[src/rtl/axil_rd_vote_pkg.sv]
// Shared types and constants for the replicated-read voting stage.
package axil_rd_vote_pkg;

    typedef enum logic [1:0] {
        ST_IDLE    = 2'd0,
        ST_COLLECT = 2'd1,
        ST_VOTE    = 2'd2,
        ST_OUTPUT  = 2'd3
    } state_t;

    localparam logic [1:0] RESP_OKAY   = 2'b00;
    localparam logic [1:0] RESP_SLVERR = 2'b10;

endpackage

[src/rtl/axil_rd_vote_if.sv]
// Bundle of the per-lane R channels in and the voted R channel out.
interface axil_rd_vote_if #(
    parameter int M_COUNT    = 3,
    parameter int DATA_WIDTH = 32
);
    logic [M_COUNT*DATA_WIDTH-1:0] in_rdata;
    logic [M_COUNT*2-1:0]          in_rresp;
    logic [M_COUNT-1:0]            in_rvalid;
    logic [M_COUNT-1:0]            in_rready;
    logic [DATA_WIDTH-1:0]         out_rdata;
    logic [1:0]                    out_rresp;
    logic                          out_rvalid;
    logic                          out_rready;
    logic [M_COUNT-1:0]            out_mismatch;
    logic                          out_timeout;

    // master: the voting stage itself
    modport master (
        input  in_rdata, in_rresp, in_rvalid, out_rready,
        output in_rready, out_rdata, out_rresp, out_rvalid, out_mismatch, out_timeout
    );

    // slave: the replicated lanes plus the downstream consumer
    modport slave (
        output in_rdata, in_rresp, in_rvalid, out_rready,
        input  in_rready, out_rdata, out_rresp, out_rvalid, out_mismatch, out_timeout
    );
endinterface

[src/rtl/axil_rd_vote_maj.sv]
// Bitwise majority over the lanes selected by mask; an exact tie takes the
// bit of the lowest-indexed selected lane, and an empty mask yields zero.
module axil_rd_vote_maj #(
    parameter int M_COUNT = 3,
    parameter int WIDTH   = 32
) (
    input  logic [M_COUNT*WIDTH-1:0] lanes,
    input  logic [M_COUNT-1:0]       mask,
    output logic [WIDTH-1:0]         voted
);
    localparam int CW = $clog2(M_COUNT + 1);
    localparam int IW = $clog2(M_COUNT);

    logic [CW-1:0] n_cap;
    logic [IW-1:0] low_idx;
    logic          any_cap;

    always_comb begin
        n_cap   = '0;
        low_idx = '0;
        any_cap = 1'b0;
        for (int n = M_COUNT - 1; n >= 0; n--) begin
            if (mask[n]) begin
                n_cap   = n_cap + 1'b1;
                low_idx = IW'(n);
                any_cap = 1'b1;
            end
        end
    end

    for (genvar gi = 0; gi < WIDTH; gi++) begin : g_bit
        logic [M_COUNT-1:0] col;
        logic [CW-1:0]      ones;
        logic [CW:0]        twice;

        always_comb begin
            col  = '0;
            ones = '0;
            for (int n = 0; n < M_COUNT; n++) begin
                col[n] = lanes[n*WIDTH + gi];
                if (mask[n] && col[n])
                    ones = ones + 1'b1;
            end
        end

        assign twice     = {ones, 1'b0};
        assign voted[gi] = (twice > {1'b0, n_cap})
                         | ((twice == {1'b0, n_cap}) & any_cap & col[low_idx]);
    end

endmodule

[src/rtl/axil_rd_vote.sv]
// Collects one R beat per replicated lane, votes them bitwise and emits one
// beat with per-lane mismatch flags. Optional AXIL_RD_VOTE_STATS_EN adds a mismatch counter.
module axil_rd_vote #(
    parameter int M_COUNT    = 3,
    parameter int DATA_WIDTH = 32,
    parameter int TIMEOUT    = 1024,
    parameter int CNT_WIDTH  = 16
) (
    input  logic                 clk,
    input  logic                 rst,
    input  logic                 s_start,
    axil_rd_vote_if.master       bus,
    output logic [CNT_WIDTH-1:0] stat_mismatch_count
);
    import axil_rd_vote_pkg::*;

    state_t                        state_reg, state_next;
    logic [M_COUNT-1:0]            captured_reg, captured_next;
    logic [M_COUNT-1:0]            owed_reg, owed_next;
    logic [M_COUNT-1:0]            rready_reg, rready_next;
    logic [31:0]                   timer_reg, timer_next;
    logic                          timeout_reg, timeout_next;
    logic [M_COUNT-1:0]            hs;
    logic                          expire;
    logic [M_COUNT*DATA_WIDTH-1:0] lane_data_reg;
    logic [M_COUNT*2-1:0]          lane_resp_reg;
    logic [DATA_WIDTH-1:0]         voted_data;
    logic [1:0]                    voted_resp;
    logic [M_COUNT-1:0]            mismatch_vote;
    logic [DATA_WIDTH-1:0]         out_rdata_reg;
    logic [1:0]                    out_rresp_reg;
    logic                          out_rvalid_reg;
    logic [M_COUNT-1:0]            out_mismatch_reg;
    logic                          out_timeout_reg;

    assign hs     = bus.in_rvalid & rready_reg;
    assign expire = (TIMEOUT != 0) && (timer_reg == 32'd1);

    always_ff @(posedge clk) begin
        if (rst) state_reg <= ST_IDLE;
        else     state_reg <= state_next;
    end

    always_comb begin
        state_next = state_reg;
        case (state_reg)
            ST_IDLE:    if (s_start) state_next = ST_COLLECT;
            ST_COLLECT: if ((&captured_next) || expire) state_next = ST_VOTE;
            ST_VOTE:    state_next = ST_OUTPUT;
            ST_OUTPUT:  if (bus.out_rready) state_next = ST_IDLE;
            default:    state_next = ST_IDLE;
        endcase
    end

    // Owed lanes are drained in every state; a beat on an owed lane is never captured.
    always_comb begin
        captured_next = captured_reg;
        owed_next     = owed_reg & ~hs;
        timer_next    = timer_reg;
        timeout_next  = timeout_reg;
        case (state_reg)
            ST_IDLE: begin
                if (s_start) begin
                    captured_next = '0;
                    timer_next    = 32'(TIMEOUT);
                    timeout_next  = 1'b0;
                end
            end
            ST_COLLECT: begin
                captured_next = captured_reg | (hs & ~owed_reg);
                timer_next    = timer_reg - 32'd1;
                if (!(&captured_next) && expire) begin
                    timeout_next = 1'b1;
                    owed_next    = owed_next | ~captured_next;
                end
            end
            default: ;
        endcase
        rready_next = (state_next == ST_COLLECT) ? (~captured_next | owed_next) : owed_next;
    end

    always_ff @(posedge clk) begin
        if (rst) begin
            captured_reg     <= '0;
            owed_reg         <= '0;
            rready_reg       <= '0;
            timer_reg        <= '0;
            timeout_reg      <= 1'b0;
            out_rdata_reg    <= '0;
            out_rresp_reg    <= RESP_OKAY;
            out_rvalid_reg   <= 1'b0;
            out_mismatch_reg <= '0;
            out_timeout_reg  <= 1'b0;
        end else begin
            captured_reg <= captured_next;
            owed_reg     <= owed_next;
            rready_reg   <= rready_next;
            timer_reg    <= timer_next;
            timeout_reg  <= timeout_next;
            if (state_reg == ST_VOTE) begin
                out_rdata_reg    <= voted_data;
                out_rresp_reg    <= timeout_reg ? RESP_SLVERR : voted_resp;
                out_mismatch_reg <= mismatch_vote;
                out_timeout_reg  <= timeout_reg;
                out_rvalid_reg   <= 1'b1;
            end else if (state_reg == ST_OUTPUT && bus.out_rready) begin
                out_rvalid_reg   <= 1'b0;
            end
        end
    end

    // Lane buffers are only meaningful under captured_reg, so they carry no reset.
    always_ff @(posedge clk) begin
        for (int n = 0; n < M_COUNT; n++) begin
            if (state_reg == ST_COLLECT && hs[n] && !owed_reg[n]) begin
                lane_data_reg[n*DATA_WIDTH +: DATA_WIDTH] <= bus.in_rdata[n*DATA_WIDTH +: DATA_WIDTH];
                lane_resp_reg[n*2 +: 2]                   <= bus.in_rresp[n*2 +: 2];
            end
        end
    end

    axil_rd_vote_maj #(.M_COUNT(M_COUNT), .WIDTH(DATA_WIDTH)) u_maj_data (
        .lanes (lane_data_reg),
        .mask  (captured_reg),
        .voted (voted_data)
    );

    axil_rd_vote_maj #(.M_COUNT(M_COUNT), .WIDTH(2)) u_maj_resp (
        .lanes (lane_resp_reg),
        .mask  (captured_reg),
        .voted (voted_resp)
    );

    for (genvar gi = 0; gi < M_COUNT; gi++) begin : g_mis
        assign mismatch_vote[gi] = ~captured_reg[gi]
                                 | (lane_data_reg[gi*DATA_WIDTH +: DATA_WIDTH] != voted_data)
                                 | (lane_resp_reg[gi*2 +: 2] != voted_resp);
    end

`ifdef AXIL_RD_VOTE_STATS_EN
    logic [CNT_WIDTH-1:0] stat_reg;

    always_ff @(posedge clk) begin
        if (rst)
            stat_reg <= '0;
        else if (out_rvalid_reg && bus.out_rready && (|out_mismatch_reg) && !(&stat_reg))
            stat_reg <= stat_reg + 1'b1;
    end

    assign stat_mismatch_count = stat_reg;
`else
    assign stat_mismatch_count = '0;
`endif

    assign bus.in_rready    = rready_reg;
    assign bus.out_rdata    = out_rdata_reg;
    assign bus.out_rresp    = out_rresp_reg;
    assign bus.out_rvalid   = out_rvalid_reg;
    assign bus.out_mismatch = out_mismatch_reg;
    assign bus.out_timeout  = out_timeout_reg;

endmodule
[src/flat_wrapper.sv]
// flat-port wrapper written by rule: the top's interface ports become plain ports
module axil_rd_vote_flat import axil_rd_vote_pkg::*;
#(
    parameter int M_COUNT    = 3,
    parameter int DATA_WIDTH = 32,
    parameter int TIMEOUT    = 1024,
    parameter int CNT_WIDTH  = 16
)
  (clk, rst, s_start, stat_mismatch_count, bus_in_rdata, bus_in_rresp, bus_in_rvalid, bus_out_rready, bus_in_rready, bus_out_rdata, bus_out_rresp, bus_out_rvalid, bus_out_mismatch, bus_out_timeout);
  axil_rd_vote_if #(.M_COUNT(M_COUNT), .DATA_WIDTH(DATA_WIDTH)) bus_i ();
  input  logic clk;
  input  logic rst;
  input  logic s_start;
  output logic [CNT_WIDTH-1:0] stat_mismatch_count;
  input wire logic [$bits(bus_i.in_rdata)-1:0] bus_in_rdata;
  input wire logic [$bits(bus_i.in_rresp)-1:0] bus_in_rresp;
  input wire logic [$bits(bus_i.in_rvalid)-1:0] bus_in_rvalid;
  input wire logic [$bits(bus_i.out_rready)-1:0] bus_out_rready;
  output wire logic [$bits(bus_i.in_rready)-1:0] bus_in_rready;
  output wire logic [$bits(bus_i.out_rdata)-1:0] bus_out_rdata;
  output wire logic [$bits(bus_i.out_rresp)-1:0] bus_out_rresp;
  output wire logic [$bits(bus_i.out_rvalid)-1:0] bus_out_rvalid;
  output wire logic [$bits(bus_i.out_mismatch)-1:0] bus_out_mismatch;
  output wire logic [$bits(bus_i.out_timeout)-1:0] bus_out_timeout;
  assign bus_i.in_rdata = bus_in_rdata;
  assign bus_i.in_rresp = bus_in_rresp;
  assign bus_i.in_rvalid = bus_in_rvalid;
  assign bus_i.out_rready = bus_out_rready;
  assign bus_in_rready = bus_i.in_rready;
  assign bus_out_rdata = bus_i.out_rdata;
  assign bus_out_rresp = bus_i.out_rresp;
  assign bus_out_rvalid = bus_i.out_rvalid;
  assign bus_out_mismatch = bus_i.out_mismatch;
  assign bus_out_timeout = bus_i.out_timeout;
  axil_rd_vote #(.M_COUNT(M_COUNT), .DATA_WIDTH(DATA_WIDTH), .TIMEOUT(TIMEOUT), .CNT_WIDTH(CNT_WIDTH)) u_core (.clk(clk), .rst(rst), .s_start(s_start), .bus(bus_i), .stat_mismatch_count(stat_mismatch_count));
endmodule
[config.mk]
export PLATFORM = sky130hd
export DESIGN_NAME = axil_rd_vote_flat
export DESIGN_NICKNAME = d
export VERILOG_FILES = /design/src/rtl/axil_rd_vote_pkg.sv /design/src/rtl/axil_rd_vote_if.sv /design/src/rtl/axil_rd_vote_maj.sv /design/src/rtl/axil_rd_vote.sv /design/src/flat_wrapper.sv
export SDC_FILE = /design/constraint.sdc
export NUM_CORES = 1
export LEC_CHECK = 0
export ABC_AREA = 1
export CELL_PAD_IN_SITES_DETAIL_PLACEMENT = 1
export CELL_PAD_IN_SITES_GLOBAL_PLACEMENT = 2
export CORE_MARGIN = 2
export CORE_UTILIZATION = 30
export DETAILED_ROUTE_END_ITERATION = 8
export PLACE_DENSITY = 0.76
export SLEW_MARGIN = 10
export SYNTH_ARGS = -nofsm -noshare
export SYNTH_HDL_FRONTEND = slang
export SYNTH_HIERARCHICAL = 1
export SYNTH_SLANG_ARGS = --single-unit
[constraint.sdc]
create_clock -name clk -period 5 [get_ports clk]
set_input_delay 0.5 -clock clk [delete_from_list [all_inputs] [get_ports clk]]
set_output_delay 0.5 -clock clk [all_outputs]
set_load 0.02 [all_outputs]
Figure 1. Selected gate families.
Bar = 50 um.
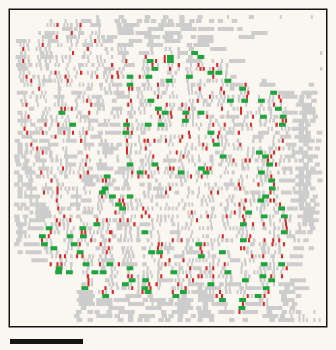
legend:
  red:
    family: inverters
    cells: 283
    where: all over the die
  green:
    family: adder and majority cells
    cells: 112

Figure 2. Sequential cells coloured by netlist name.
Bar = 50 um.
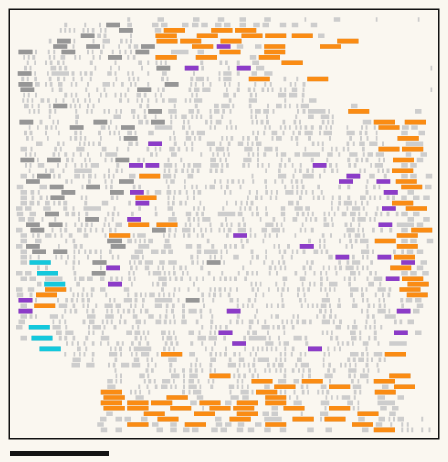
legend:
  purple:
    signal: u_core/bus.out_rdata
    placed_flops: 32
  cyan:
    signal: u_core/lane_resp_reg
    placed_flops: 6
  orange:
    signal: u_core/lane_data_reg
    placed_flops: 96
    where: all over the die

==> results.sh <==
# physical design summary
export IMPL_path_class="register to register"
export IMPL_netlist_area_um2=13400
export IMPL_endpoint="u_core/bus.out_mismatch[1]"
export IMPL_synth_edff_count=102
export IMPL_ctsResizeCount=0
export IMPL_status="complete, no violations"
export IMPL_final_core_util_pct=36.5
export IMPL_r2r_cells=16
export IMPL_cts_root_buf="clkbuf_16"
export IMPL_dp_hpwl_mm=39.1
export IMPL_r2r_start="u_core/captured_reg[0]"
export IMPL_ys_chip_area_um2=13400
export IMPL_ys_cells=1921
export IMPL_hold_path_startpoint="u_core/timeout_reg"
export IMPL_drt_iter0_drc=621
export IMPL_io_buffers=150
export IMPL_drive_gt1_share_pct=5.60
export IMPL_skew_ns=0.0131
export IMPL_internal_power_mw=2.70
export IMPL_placed_cell_area_um2=15600
export IMPL_crit_path_start_kind="register"
export IMPL_setup_violations_final=0
export IMPL_ys_sh_aoi_pct=7.96
export IMPL_vdd_ir_drop_max_mv=0.204
export IMPL_wl_met3_mm=2.08
export IMPL_drc_errors=0
export IMPL_postCtsSetupBuffers=0
export IMPL_netlist_top_cells_count="551 x nand2_1, 247 x inv_1, 202 x nand3_1, 183 x nor2_1, 112 x ha_1"
export IMPL_ys_flop_type="edfxtp_1"
export IMPL_p_per_area_nw_per_um2=257
export IMPL_sh_comb_area_pct=45.2
export IMPL_die_h_um=216
export IMPL_synthArstFlopShare_pct=0
export IMPL_largest_reg_flops=96
Figure 3. Metal layers overlaid.
Bar = 50 um.
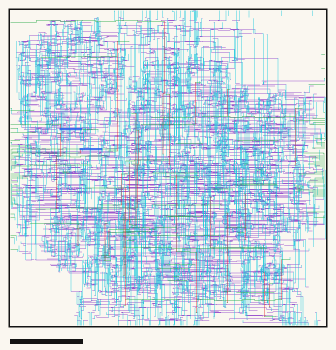
legend:
  green:
    layer: met3
    wire_length: 2080 um
  purple:
    layer: met1
    wire_length: 24.4 mm
  cyan:
    layer: met2
    wire_length: 24.6 mm
  blue:
    layer: met5
    wire_length: 27.6 um
  red:
    layer: met4
    wire_length: 1020 um
DR vias: 12900
DRT Wirelength: 52.2 mm
Total GRT Usage: 22.9%
drt wl/cell: 19.6 um

Figure 4. A small window of the routed layout.
Bar = 5 um. Region (98, 141) to (118, 161) um. Cells in grey, sequential cells in the stronger grey; small squares are vias.
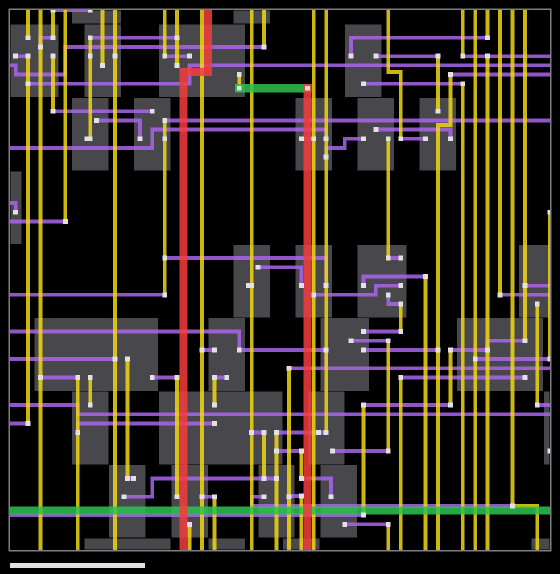
legend:
  purple:
    layer: met1
  yellow:
    layer: met2
  green:
    layer: met3
  red:
    layer: met4
sequential cells in the window: 0
most frequent: nand2_1 (10), inv_1 (5), nand3_1 (3)
cells with their middle in the window: 24

